==> run_1/final_clocks.png <==
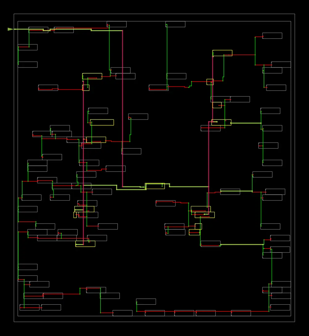
==> run_1/density.png <==
Drawn at 2 px/um. The die is cut into 13 by 14 equal tiles; black is low, pale yellow is high, 0 to 100% covered.
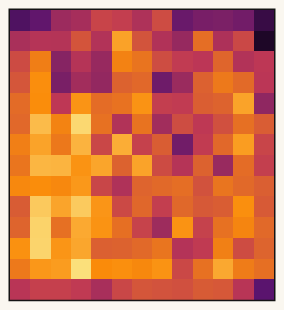
==> run_1/pins.png <==
Drawn at 2 px/um. Pins as bars across the die edge, other pins in grey.
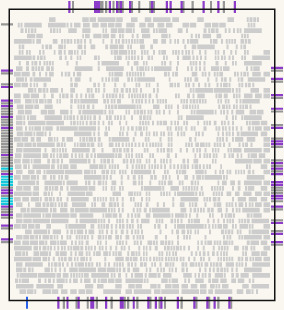
File: src/rtl/simple_result_reducer.sv
// Accumulates a fixed-length run of upstream results into one sum, with a
// sticky carry flag, and holds the sum on a valid/ready output until taken.
module simple_result_reducer #(
  parameter int DataWidth = 64,
  parameter int CntWidth  = 8
) (
  input  logic                 clk_i,
  input  logic                 rst_ni,
  input  logic                 start_i,
  input  logic [CntWidth-1:0]  len_i,
  output logic                 busy_o,
  input  logic [DataWidth-1:0] result_i,
  input  logic                 result_valid_i,
  output logic                 result_ready_o,
  output logic [DataWidth-1:0] sum_o,
  output logic                 sum_valid_o,
  input  logic                 sum_ready_i,
  output logic [CntWidth-1:0]  count_o,
  output logic                 overflow_o
);

  typedef enum logic [1:0] {IDLE, ACC, OUT} state_e;

  state_e               state_q, state_d;
  logic [CntWidth-1:0]  len_q, cnt_q;
  logic [DataWidth-1:0] acc_q;
  logic                 ovf_q;

  logic                 start_ok, accept, last;
  logic [DataWidth:0]   add_w;
  logic [CntWidth:0]    cnt_inc;

  assign start_ok = (state_q == IDLE) && start_i && (len_i != '0);
  assign accept   = (state_q == ACC) && result_valid_i;
  assign add_w    = {1'b0, acc_q} + {1'b0, result_i};
  // One extra bit so len = 2^CntWidth-1 compares without wrapping.
  assign cnt_inc  = {1'b0, cnt_q} + {{CntWidth{1'b0}}, 1'b1};
  assign last     = accept && (cnt_inc == {1'b0, len_q});

  always_comb begin
    state_d = state_q;
    case (state_q)
      IDLE:    if (start_ok)    state_d = ACC;
      ACC:     if (last)        state_d = OUT;
      OUT:     if (sum_ready_i) state_d = IDLE;
      default:                  state_d = IDLE;
    endcase
  end

  always_ff @(posedge clk_i or negedge rst_ni) begin
    if (!rst_ni) state_q <= IDLE;
    else         state_q <= state_d;
  end

  // Datapath only moves on an accepted start or an accept, so OUT holds everything.
  always_ff @(posedge clk_i or negedge rst_ni) begin
    if (!rst_ni) begin
      len_q <= '0;
      cnt_q <= '0;
      acc_q <= '0;
      ovf_q <= 1'b0;
    end else if (start_ok) begin
      len_q <= len_i;
      cnt_q <= '0;
      acc_q <= '0;
      ovf_q <= 1'b0;
    end else if (accept) begin
      cnt_q <= cnt_inc[CntWidth-1:0];
      acc_q <= add_w[DataWidth-1:0];
      ovf_q <= ovf_q | add_w[DataWidth];
    end
  end

  assign busy_o         = (state_q != IDLE);
  assign result_ready_o = (state_q == ACC);
  assign sum_valid_o    = (state_q == OUT);
  assign sum_o          = acc_q;
  assign count_o        = cnt_q;
  assign overflow_o     = ovf_q;

endmodule

File: config.mk
export PLATFORM = sky130hd
export DESIGN_NAME = simple_result_reducer
export DESIGN_NICKNAME = d
export VERILOG_FILES = /design/src/rtl/simple_result_reducer.sv
export SDC_FILE = /design/constraint.sdc
export NUM_CORES = 1
export LEC_CHECK = 0
export ABC_AREA = 1
export CORE_ASPECT_RATIO = 1.1
export CORE_MARGIN = 1.5
export CORE_UTILIZATION = 50
export DETAILED_ROUTE_END_ITERATION = 16
export GPL_TIMING_DRIVEN = 1
export PLACE_DENSITY = 0.79
export RECOVER_POWER = 25
export SLEW_MARGIN = 20
export SYNTH_ARGS = -nofsm -noshare
export SYNTH_HDL_FRONTEND = slang
export SYNTH_SLANG_ARGS = --single-unit
File: constraint.sdc
create_clock -name clk_i -period 2.9 [get_ports clk_i]
set_clock_uncertainty 0.2 [all_clocks]
set_input_delay 0.435 -clock clk_i [delete_from_list [all_inputs] [get_ports clk_i]]
set_output_delay 0.435 -clock clk_i [all_outputs]
set_load 0.05 [all_outputs]
==> results.yml, run 1 <==
# flow metrics
routing:
  drt_iter0_drc: 788
  vias: 10608
  routedWlPerCell_um: 15.2
  drt-total-wl_um: 32000
  ant_nets: 0
  dr.pass1.iters: 6
  drc_errors: 0
  viasPerCell: 5.02
grt:
  globalRouteTotalUtil_pct: 33.7
  grt_first_pass_wirelength_um: 50900
  antenna_found_initial: 0
  grt.overflow.total: 0
  grt_max_degree: 63
  grt_pass1_vias: 10007
sta:
  max_slew_margin_pct: 9.49
  max_freq_mhz: 389
  fin_tns_setup_ns: 0
  setup_viol: 0
  rsz0062_at_grt: "false"
  worst_slew_pin_slew_ns: 1.36
  final_hold_viol_count: 0
  period_needed_ns: 2.57
  period_used_pct: 88.6
  slew_viol_final: 0
  timing.hold.ws_ns: 0.301
synth:
  xor_share_pct: 1.42
  synthCells: 1640
  syn_nets: 1783
  synth.cellmix.simpleShare_pct: 44.4
  ys_sh_adder_pct: 9.10
  muxShareOfSynthArea_pct: 0.861
  ys_cells: 1640
  top_area_share_pct: 29.7
  syn_avg_cell_area_sq_um: 5.58
  yosys_register_bits: 83
  ys_sh_aoi_pct: 6.93
  topCombFamilyByArea: "simple AND/OR/NAND/NOR gates"
  ys_types: 37
  seq_area_frac_synth_pct: 22.7
  top_area_cell: "nand2_1"
  synthTopCellsByArea: "nand2_1, dfrtp_1, inv_1, ha_1, nor2_1"
  ys_warn_count: 0
  syn_area_sq_um: 9160
  yosys_area_sq_um: 9160
clock_network:
  htree_num_levels: 3
  hold_buffers: 1
  clk_pin_slew_worst_paths_ns: 0.07
  cts_max_path_buffers: 2
  root_buffer: "clkbuf_16"
  cts_tree: "yes"
  post_cts_buffers: 0
  cts.repair.resized: 0
worst_hold_path:
  worstHoldPathType: "flop to flop"
placed_design:
  gp_congestion: 1.01
  hpwlAfterDp_um: 26400
status:
  outcome: "completed"
final_layout:
  drive_gt1_share_pct: 8.16
  antennaDiodeCount: 0
  nets: 2012
  final_common_cell: "nand2_1"
  layout_top_cells: "nand2_1, inv_1, clkdlybuf4s50_1"
  synthToLayoutAreaGrowth_pct: 29.5
  fillerInstances: 1743
critical_path:
  cpMostUsedCell: "nand2_1"
  max_stage_delay_ns: 0.40
  worst-path-max-fanout: 4
  worstPathRequired_ns: 2.98
  path_class: "primary input to flop"
  cp_cell_sequence: "clkdlybuf4s50_1, ha_1, fa_1, buf_4, nand2_1, nand3_2, nand3_1, nand3_1, nand2_1, nand2_1, nand2_1, nand2_1, o21ai_1"
  critPathLaunchType: "primary input"
  crit_arrival_ns: 2.64
  cp_slowest_cell: "clkdlybuf4s50_1"
  critPathCaptureType: "flop"
run:
  warnings: 26
  drv_cap: 0
pwr:
  totalPowerFinal_w: 0.0144
  p_leak_nw: 6.98
  powerDensity_nw_per_um2: 1220
  vdd_ir_drop_max_mv: 0.918
floorplanning:
  die_area_sq_um: 19100
  num_rows: 51
  ios: 153
About final_clocks.png:
Sink Count: 83
clock buf count: 11
CTS Buf Count: 9
Power Clock: 0.00127 W
clk latency late pin: 0.36 ns

About density.png:
fullest tile: 93%
mean over tiles: 60%
tiles over 75% full: 21%
final core occ: 66.6%
core area: 17800 sq um
FP Util: 51.4%

About pins.png:
| colour | port | pins | direction | edge |
|---|---|---|---|---|
| purple | `sum_o` | 64 | output | 18 east, 17 south, 15 north, 14 west |
| blue | `rst_ni` | 1 | input | south |
| cyan | `count_o` | 8 | output | west |
chip height: 145 um
count of input and output buffers: 152
Chip Width: 132 um

## run 1: routing by layer
metal | vias to the layer above | routed length, um | GRT usage (%)
li1 | 5416 | - | -
met1 | 4715 | 14700 | 47.1
met2 | 424 | 14000 | 54.4
met3 | 53 | 2470 | 3.88
met4 | 0 | 765 | 10.6
met5 | - | 0 | 0
## run 1: cells in the mapped netlist (all sizes together)
| cell type | count |
|---|---|
| fa | 1 |
| nor2 | 137 |
| nand3b | 1 |
| nand4 | 16 |
| o31a | 1 |
| nand2 | 743 |
| ha | 65 |
| buf | 11 |
| and2 | 2 |
| clkinv | 1 |
| nor4 | 3 |
| dfrtp | 83 |
| a22o | 3 |
| xor2 | 4 |
| nor3 | 10 |
| o21bai | 1 |
| o21ai | 49 |
| o22ai | 5 |
| clkbuf | 4 |
| a21oi | 63 |
| nand3 | 81 |
| and3 | 1 |
| mux2 | 7 |
| inv | 335 |
| xnor2 | 10 |
| or2 | 3 |
## run 1: final timing paths
| kind | cells past startpoint | to | start | slack (ns) |
|---|---|---|---|---|
| worst max-delay path | 13 | sum_o[38]$_DFFE_PN0P_ | result_i[0] | 0.33 |
| worst min-delay path | 2 | overflow_o$_DFFE_PN0P_ | overflow_o$_DFFE_PN0P_ | 0.30 |
| worst max register to register | 14 | sum_o[61]$_DFFE_PN0P_ | sum_o[8]$_DFFE_PN0P_ | 0.40 |
| worst min register to register | 2 | overflow_o$_DFFE_PN0P_ | overflow_o$_DFFE_PN0P_ | 0.30 |
| max in group asynchronous | 3 | sum_o[38]$_DFFE_PN0P_ | rst_ni | 0.49 |
| min in group asynchronous | 2 | sum_o[5]$_DFFE_PN0P_ | rst_ni | 0.70 |
## run 1: layout make-up
| type | count | area, sq um | share of cell area [%] |
|---|---|---|---|
| Tap cell | 238 | 298 | 2.51 |
| Inverter | 336 | 1260 | 10.6 |
| Clock buffer | 11 | 243 | 2.05 |
| Clock inverter | 5 | 67.6 | 0.570 |
| Multi-Input combinational cell | 1206 | 5740 | 48.4 |
| Timing Repair Buffer | 233 | 2170 | 18.3 |
| Sequential cell | 83 | 2080 | 17.5 |
## run 1: critical path, delay by kind of cell
family	cells	cell delay [ns]
and+or+nand+nor	8	0.89
adders and majority gates	2	0.61
buffers and inverters	2	0.56
AOI/OAI and AO/OA	1	0.14
## run 1: flip-flops by register name, summed over array words and instances (netlist names)
register and cells:
overflow_o 1, len_q 8, state_q 2, count_o 8, sum_o 64
## run 1: logic make-up after synthesis
family | Yosys count
AND-OR/OR-AND | 122
XOR/XNOR | 14
adder cells (fa/ha/maj) | 66
buffers and inverters | 351
flip-flops | 83
multiplexers | 7
AND/OR/NAND/NOR | 997
## run 1: power breakdown
group,switching [W],internal (W)
clock,0.000563,0.000709
combinational,0.00707,0.00378
sequential,0.000575,0.00174
## run 1: stage by stage
stage / instances / area [sq um] / setup WS (ns) / utilization [%]
global placement: 2095 / 11500 / 0.0570 / 64.8
global route: 2112 / 11900 / 0.133 / 66.6
detailed placement: 2095 / 11500 / 0.00934 / 64.8
floorplan: 1640 / 9160 / 0.451 / -
CTS: 2112 / 11900 / 0.358 / 66.6
finish: 2112 / 11900 / 0.331 / 66.6
==> inputs of run 2 (changes only) <==
- CORE_MARGIN: 1.5 -> 5
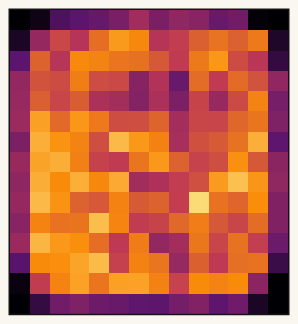
(run_2/density.png)
Drawn at 2 px/um. The die is cut into 14 by 15 equal tiles; black is low, pale yellow is high, 0 to 100% covered.
mean over tiles: 54%
fullest tile: 92%
tiles over 75% full: 16%
nearly empty tiles: 2.9%
final core occ: 64.1%
FP Util: 50.3%

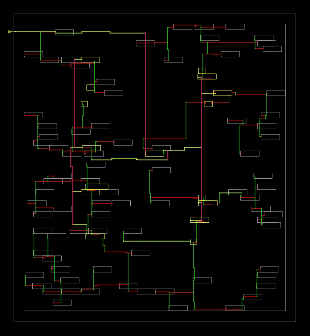
(run_2/final_clocks.png)
clk latency late pin: 0.37 ns
Power Clock: 0.00129 W
flop count: 83
clock buf count: 9

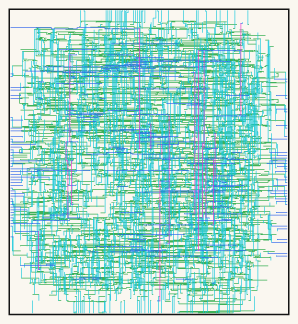
(run_2/metal_stack.png)
Drawn at 2 px/um.
| colour | layer | wire length |
|---|---|---|
| cyan | met2 | 13900 um |
| blue | met3 | 2060 um |
| magenta | met4 | 710 um |
| green | met1 | 14800 um |

==> run 2 against run 1 <==
Compared with the run above:
- hold slack is essentially flat
- combinational power is 4% lower
- via count down 1.7%
- utilization shrank 2.5 points
- critical path depth unchanged
- highest routed layer unchanged
==> results.yml, run 2 <==
# flow metrics
status:
  outcome: "completed"
clock_network:
  htree_num_levels: 3
  hold_buffers: 1
  cts.repair.resized: 0
  root_buffer: "clkbuf_16"
  post_cts_buffers: 0
  cts_made_buffers: 9
  cts_max_path_buffers: 2
  cts_tree: "yes"
  cts.sinks: 83
  clk_pin_slew_worst_paths_ns: 0.07
final_layout:
  layout_top_cells: "nand2_1, inv_1, clkdlybuf4s50_1"
  logic_area_sq_um: 5740
  postLayoutCellArea_sq_um: 11700
  synthToLayoutAreaGrowth_pct: 27.5
  final_common_cell: "nand2_1"
  drive_gt1_share_pct: 7.23
  antennaDiodeCount: 0
  largest_reg_flops: 64
  regArea_sq_um: 2080
  fillerInstances: 1818
  fin_cells: 2096
  nets: 1991
synth:
  ff_type: "dfrtp_1"
  top_area_share_pct: 29.7
  ys_warn_count: 0
  yosysMostFrequentCell: "nand2_1"
  synthTopCellsByArea: "nand2_1, dfrtp_1, inv_1, ha_1, nor2_1"
  seq_area_frac_synth_pct: 22.7
  yosys_register_bits: 83
  synthTopCellsByCount: "nand2_1, inv_1, nor2_1"
  ys_cells: 1640
  syn_nets: 1783
  yosys_area_sq_um: 9160
  edf_count: 0
  synthArstFlopShare_pct: 100
  synthCells: 1640
  syn_area_sq_um: 9160
  syn_avg_cell_area_sq_um: 5.58
  top_area_cell: "nand2_1"
  ys_types: 37
worst_hold_path:
  min_from: "overflow_o$_DFFE_PN0P_"
  hold-path-endpoint: "overflow_o$_DFFE_PN0P_"
  worstHoldPathType: "flop to flop"
  worstHoldPathCells: 2
routing:
  drc_errors: 0
  routedWlPerCell_um: 15.0
  routed.top_layer: "met4"
  drt_iter0_drc: 816
  route.met3.wl_um: 2060
  viasPerCell: 4.97
  wl_met2_um: 13900
  ant_nets: 0
  dr.pass1.iters: 5
  wl_met1_um: 14800
  vias: 10423
  drt-total-wl_um: 31500
grt:
  globalRouteTotalUtil_pct: 29.4
  grt_pass1_vias: 9784
  antenna_found_initial: 0
  grt.overflow.total: 0
  grt_max_degree: 54
  grt_first_pass_wirelength_um: 50500
critical_path:
  regToRegSetupSlack_ns: 0.37
  r2r-end: "sum_o[37]$_DFFE_PN0P_"
  rr_worst_depth: 13
  worst-path-max-fanout: 5
  cpMostUsedCell: "nand2_1"
  worstReg2RegStart: "sum_o[20]$_DFFE_PN0P_"
  worstPathRequired_ns: 2.94
  critPathCaptureType: "flop"
  path_class: "primary input to flop"
  crit_arrival_ns: 2.58
  cp_cell_sequence: "clkdlybuf4s50_1, ha_1, nand2_1, nor2_1, nand2_1, inv_1, nand2_1, nor2_1, nand2_1, nand3_1, nand2_1, nand3_1, nand2_1"
  critPathLaunchType: "primary input"
  max_stage_delay_ns: 0.42
  cp_slowest_cell: "ha_1"
sta:
  max_freq_mhz: 394
  slew_viol_final: 0
  fin_tns_setup_ns: 0
  worst_slew_pin_slew_ns: 1.10
  period_needed_ns: 2.54
  final_hold_viol_count: 0
  rsz0062_at_grt: "false"
  period_used_pct: 87.5
  max_slew_margin_pct: 27.0
  setup_viol: 0
pwr:
  p_leak_nw: 6.88
  totalPowerFinal_w: 0.0141
  powerDensity_nw_per_um2: 1210
  vdd_ir_drop_max_mv: 0.812
placed_design:
  dpl-instance-area_sq_um: 11400
  gp_congestion: 1.10
  io_buffers: 152
  placed_cells: 2079
  hpwlAfterDp_um: 25900
floorplanning:
  die_h_um: 152
  core_area_sq_um: 18200
  die_area_sq_um: 21100
  ios: 153
  num_rows: 52
  fp.dieW_um: 139
run:
  warnings: 27
  drv_cap: 0
==> run 2: logic make-up after synthesis <==
family / after synthesis / synth area share [%]
and+or+nand+nor: 997 / 44.4
buffers and inverters: 351 / 14.6
AOI/OAI and AO/OA: 122 / 6.93
DFF: 83 / 22.7
adders and majority gates: 66 / 9.10
xor gates and xnor gates: 14 / 1.42
muxes: 7 / 0.861
==> run 2: worst max path at each step <==
stage / startpoint / slack (ns) / to
5_1_grt: rst_ni / 0.15 / sum_o[61]$_DFFE_PN0P_
4_1_cts: sum_o[20]$_DFFE_PN0P_ / 0.39 / sum_o[53]$_DFFE_PN0P_
2_1_floorplan: sum_o[0]$_DFFE_PN0P_ / 0.45 / sum_o[60]$_DFFE_PN0P_
3_5_place_dp: result_i[20] / 0.006 / sum_o[53]$_DFFE_PN0P_
3_3_place_gp: result_i[20] / 0.02 / sum_o[53]$_DFFE_PN0P_
6_report: result_i[49] / 0.36 / sum_o[55]$_DFFE_PN0P_
==> run 2: area by class of cell <==
class                      count  share of cell area (%)
inverter                     336                    10.8
sequential                    83                    17.8
clock buffer                   9                    1.93
timing repair buffer         212                    17.0
clock inverter                 7                   0.750
tap                          243                    2.60
multi-input combinational   1206                    49.1
==> run 2: critical path: cells and delay by family <==
| kind | cells | cell delay [ns] |
|---|---|---|
| buffers and inverters | 2 | 0.52 |
| AND/OR/NAND/NOR | 10 | 1.21 |
| adder cells (fa/ha/maj) | 1 | 0.42 |
==> run 2: power by group <==
group	total, W	leakage, nW	switching (W)	internal [W]
logic	0.0105	5.71	0.00693	0.00362
clock network	0.00129	0.155	0.000592	0.000694
registers	0.00231	1.01	0.000572	0.00174
total	0.0141	6.88	0.00809	0.00605
==> run 2: routing by layer <==
| layer | vias up | global-route usage (%) |
|---|---|---|
| met2 | 355 | 46.3 |
| li1 | 5384 | - |
| met1 | 4646 | 42.5 |
| met4 | 0 | 8.34 |
| met5 | - | 0 |
| met3 | 38 | 3.99 |
==> run 2: per-stage QoR <==
step	setup WS, ns	hold slack [ns]
after global placement	0.0203	0.246
after detailed placement	0.00646	0.255
after global routing	0.148	0.317
final	0.363	0.301
after CTS	0.391	0.296
after floorplan	0.451	-0.0606
==> inputs of run 3 (changes only) <==
- ABC_AREA: 1 -> 0
- GPL_TIMING_DRIVEN: 1 -> 0
- PLACE_DENSITY: 0.79 -> 0.82
- clock period: 2.9 -> 2.68 ns (I/O delays scaled with it)
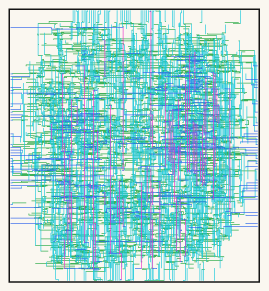
(run_3/metal_stack.png)
Drawn at 2 px/um.
| colour | layer | wire length |
|---|---|---|
| blue | met3 | 2080 um |
| green | met1 | 10700 um |
| cyan | met2 | 14200 um |
| magenta | met4 | 1690 um |

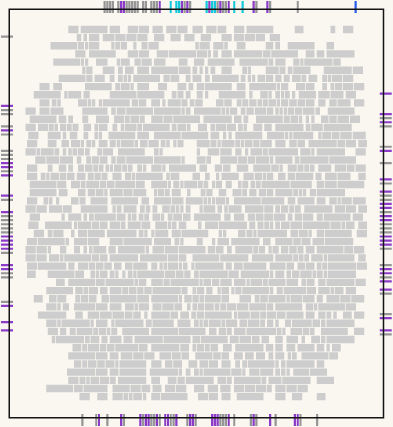
(run_3/pins.png)
Drawn at 3 px/um. Pins as bars across the die edge, other pins in grey.
| colour | port | pins | direction | edge |
|---|---|---|---|---|
| blue | `rst_ni` | 1 | input | north |
| purple | `sum_o` | 64 | output | 19 south, 19 east, 16 west, 10 north |
| cyan | `count_o` | 8 | output | north |

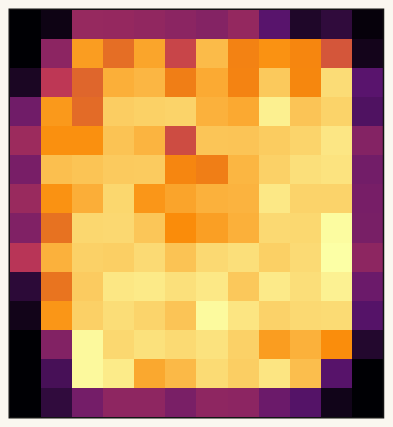
(run_3/density.png)
Drawn at 3 px/um. The die is cut into 12 by 14 equal tiles; black is low, pale yellow is high, 0 to 100% covered.
nearly empty tiles: 4.8%
tiles over 75% full: 59%
mean over tiles: 66%

==> run 3 against run 2 <==
Compared with the run above:
- the flow now finishes with violations (setup timing)
- hold slack gained 0.012 ns
- synthesized cell count shrank 48%
- sequential power grew 11%
- critical path depth shrank 1
- die area shrank 20%
- power grew 18%
- first-iteration DRC count shrank 11%
- sequential share of layout area grew 0.89 points
- clock power shrank 5%
- wire length shrank 8.8%
- critical endpoint is now sum_o[28]$_DFFE_PN0P_
- largest cell class unchanged
==> results.yml, run 3 <==
# flow metrics
synth:
  synthCells: 858
  edf_count: 0
  yosys_area_sq_um: 7180
  ff_type: "dfrtp_1"
  synthTopCellsByArea: "dfrtp_1, ha_1, nand2_1, xor2_1, a21oi_1"
  syn_area_sq_um: 7180
  syn_avg_cell_area_sq_um: 8.37
  synthTopCellsByCount: "nand2_1, dfrtp_1, a21oi_1"
  ys_types: 73
  syn_nets: 1001
  xor_share_pct: 8.17
  top_area_share_pct: 28.9
  seq_area_frac_synth_pct: 28.9
  yosysMostFrequentCell: "nand2_1"
  ys_sh_adder_pct: 11.6
  top_area_cell: "dfrtp_1"
  yosys_register_bits: 83
  ys_warn_count: 0
  ys_sh_aoi_pct: 28.7
  muxShareOfSynthArea_pct: 1.39
  topCombFamilyByArea: "AND-OR/OR-AND gates"
  ys_cells: 858
  synthArstFlopShare_pct: 100
  synth.cellmix.simpleShare_pct: 17.6
sta:
  period_used_pct: 131
  slew_viol_final: 0
  final_hold_viol_count: 0
  timing.hold.ws_ns: 0.313
  setup_viol: 50
  worst_slew_pin_slew_ns: 0.920
  period_needed_ns: 3.50
  max_slew_margin_pct: 38.7
  setup_slack_ns: -0.824
  rsz0062_at_grt: "true"
  max_freq_mhz: 285
critical_path:
  regToRegSetupSlack_ns: -0.82
  crit_arrival_ns: 3.55
  worstPathRequired_ns: 2.73
  rr_worst_depth: 12
  worst-path-max-fanout: 3
  r2r-end: "sum_o[28]$_DFFE_PN0P_"
  worstReg2RegStart: "sum_o[0]$_DFFE_PN0P_"
  critPathCaptureType: "flop"
  critPathLaunchType: "flop"
  path_class: "flop to flop"
final_layout:
  nets: 1267
  final_common_cell: "clkdlybuf4s50_1"
  largest_reg_flops: 64
  synthToLayoutAreaGrowth_pct: 58.6
  drive_gt1_share_pct: 29.8
  layout_top_cells: "clkdlybuf4s50_1, nand2_1, buf_4"
  antennaDiodeCount: 0
clock_network:
  insertion_delay_ns: 0.36
  cts_made_buffers: 9
  htree_num_levels: 3
  clk_pin_slew_worst_paths_ns: 0.07
  cts_tree: "yes"
  cts.sinks: 83
  cts_max_path_buffers: 2
  root_buffer: "clkbuf_16"
pwr:
  pwr-share-seq_pct: 15.3
  vdd_ir_drop_max_mv: 0.900
  totalPowerFinal_w: 0.0167
  powerDensity_nw_per_um2: 1460
  p_switching_w: 0.00860
  swShare_pct: 51.6
  clock_power_share_pct: 7.4
  p_leak_nw: 4.84
  p_int_w: 0.00806
  pwr-share-comb_pct: 77.3
routing:
  vias: 8408
  routedWlPerCell_um: 21.7
  dr.pass1.iters: 5
  viasPerCell: 6.36
  ant_nets: 0
  drc_errors: 0
  drt-total-wl_um: 28700
  drt_iter0_drc: 730
status:
  outcome: "finished, violations left"
  violations: "setup timing"
placed_design:
  hpwlAfterDp_um: 17900
  io_buffers: 152
  dpl_worst_slack_ns: -1.36
  gp_congestion: 0.974
floorplanning:
  core_area_sq_um: 14300
  num_rows: 46
  fp_util_pct: 50.3
  die_h_um: 136
  die_area_sq_um: 16900
  ios: 153
  fp.dieW_um: 124
grt:
  grt.overflow.total: 0
  grt_pass1_vias: 8163
  globalRouteTotalUtil_pct: 31.1
  antenna_found_initial: 0
  grt_first_pass_wirelength_um: 42400
  grt_max_degree: 49
worst_hold_path:
  worstHoldPathCells: 2
  worstHoldPathType: "flop to flop"
  min_from: "sum_o[21]$_DFFE_PN0P_"
  hold-path-endpoint: "sum_o[21]$_DFFE_PN0P_"
run:
  warnings: 29
  drv_cap: 0
==> run 3: area by class of cell <==
type | instances | area, sq um
flip-flops and latches | 83 | 2130
multi-input cells | 711 | 5960
clock buffers | 10 | 239
fillers | 884 | 2890
repair buffers | 262 | 2490
inverters | 15 | 56.3
clock inverters | 6 | 41.3
well taps | 192 | 240
plain buffers | 42 | 228
==> run 3: how the worst max path moves through the flow <==
| stage | from | to | cells past startpoint |
|---|---|---|---|
| 6_report | sum_o[0]$_DFFE_PN0P_ | sum_o[28]$_DFFE_PN0P_ | 12 |
| 3_5_place_dp | result_i[35] | sum_o[60]$_DFFE_PN0P_ | 13 |
| 3_3_place_gp | rst_ni | sum_o[6]$_DFFE_PN0P_ | 1 |
| 2_1_floorplan | sum_o[0]$_DFFE_PN0P_ | sum_o[62]$_DFFE_PN0P_ | 12 |
| 4_1_cts | sum_o[0]$_DFFE_PN0P_ | sum_o[28]$_DFFE_PN0P_ | 12 |
| 5_1_grt | sum_o[0]$_DFFE_PN0P_ | sum_o[28]$_DFFE_PN0P_ | 12 |
==> run 3: metal layers <==
layer	global-route usage (%)	vias to the layer above	share of wire, %
met5	0	-	0
met4	16.0	0	5.9
met3	5.01	137	7.2
met2	55.2	524	50
met1	36.4	4023	37
li1	-	3724	-
==> run 3: cell families (layout without fill, tap and decap cells) <==
group,after synthesis,after routing
AOI/OAI and AO/OA,306,306
and+or+nand+nor,263,263
DFF,83,83
xor gates and xnor gates,67,67
adders and majority gates,66,66
buffers and inverters,64,335
muxes,9,9
==> run 3: power groups by stage <==
| stage | registers [W] | logic, W | clock network, W |
|---|---|---|---|
| after floorplan | 0.00416 | 0.00545 | 0 |
| after global placement | 0.00252 | 0.00957 | 0 |
| after detailed placement | 0.00254 | 0.00971 | 0 |
| after CTS | 0.00252 | 0.0115 | 0.00122 |
| after global routing | 0.00262 | 0.0136 | 0.00127 |
| final | 0.00256 | 0.0129 | 0.00123 |
==> run 3: metrics by stage <==
stage	setup TNS [ns]	area [sq um]	util, %	instances
final	-21.97	11400	79.8	1321
after global routing	-24.56	11400	79.8	1321
after CTS	-17.13	10900	76.7	1309
after detailed placement	-43.39	9440	66.2	1203
after global placement	-234.47	9420	66.0	1202
after floorplan	-7.97	7660	-	858
==> run 3: critical path: stages, from the launching register on <==
cell      delay [ns]
dfrtp_2         0.43
ha_4            0.18
fa_2            0.39
a211oi_4        0.25
o21ai_2         0.10
a221oi_4        0.36
buf_4           0.19
o21a_4          0.17
nor4_4          0.06
o311ai_2        0.31
nor2_1          0.13
or3_1           0.38
a32o_1          0.25
==> run 3: timing repair <==
action | CTS | global route
endpoints found under the hold margin | 35 | 0
resized | 151 | 93
pin swaps | 99 | 58
cloned | 0 | 0
setup endpoints to repair | 49 | 64
hold buffers | 1 | 0
buffers inserted | 105 | 28
Power and IR drop assume default switching activity.
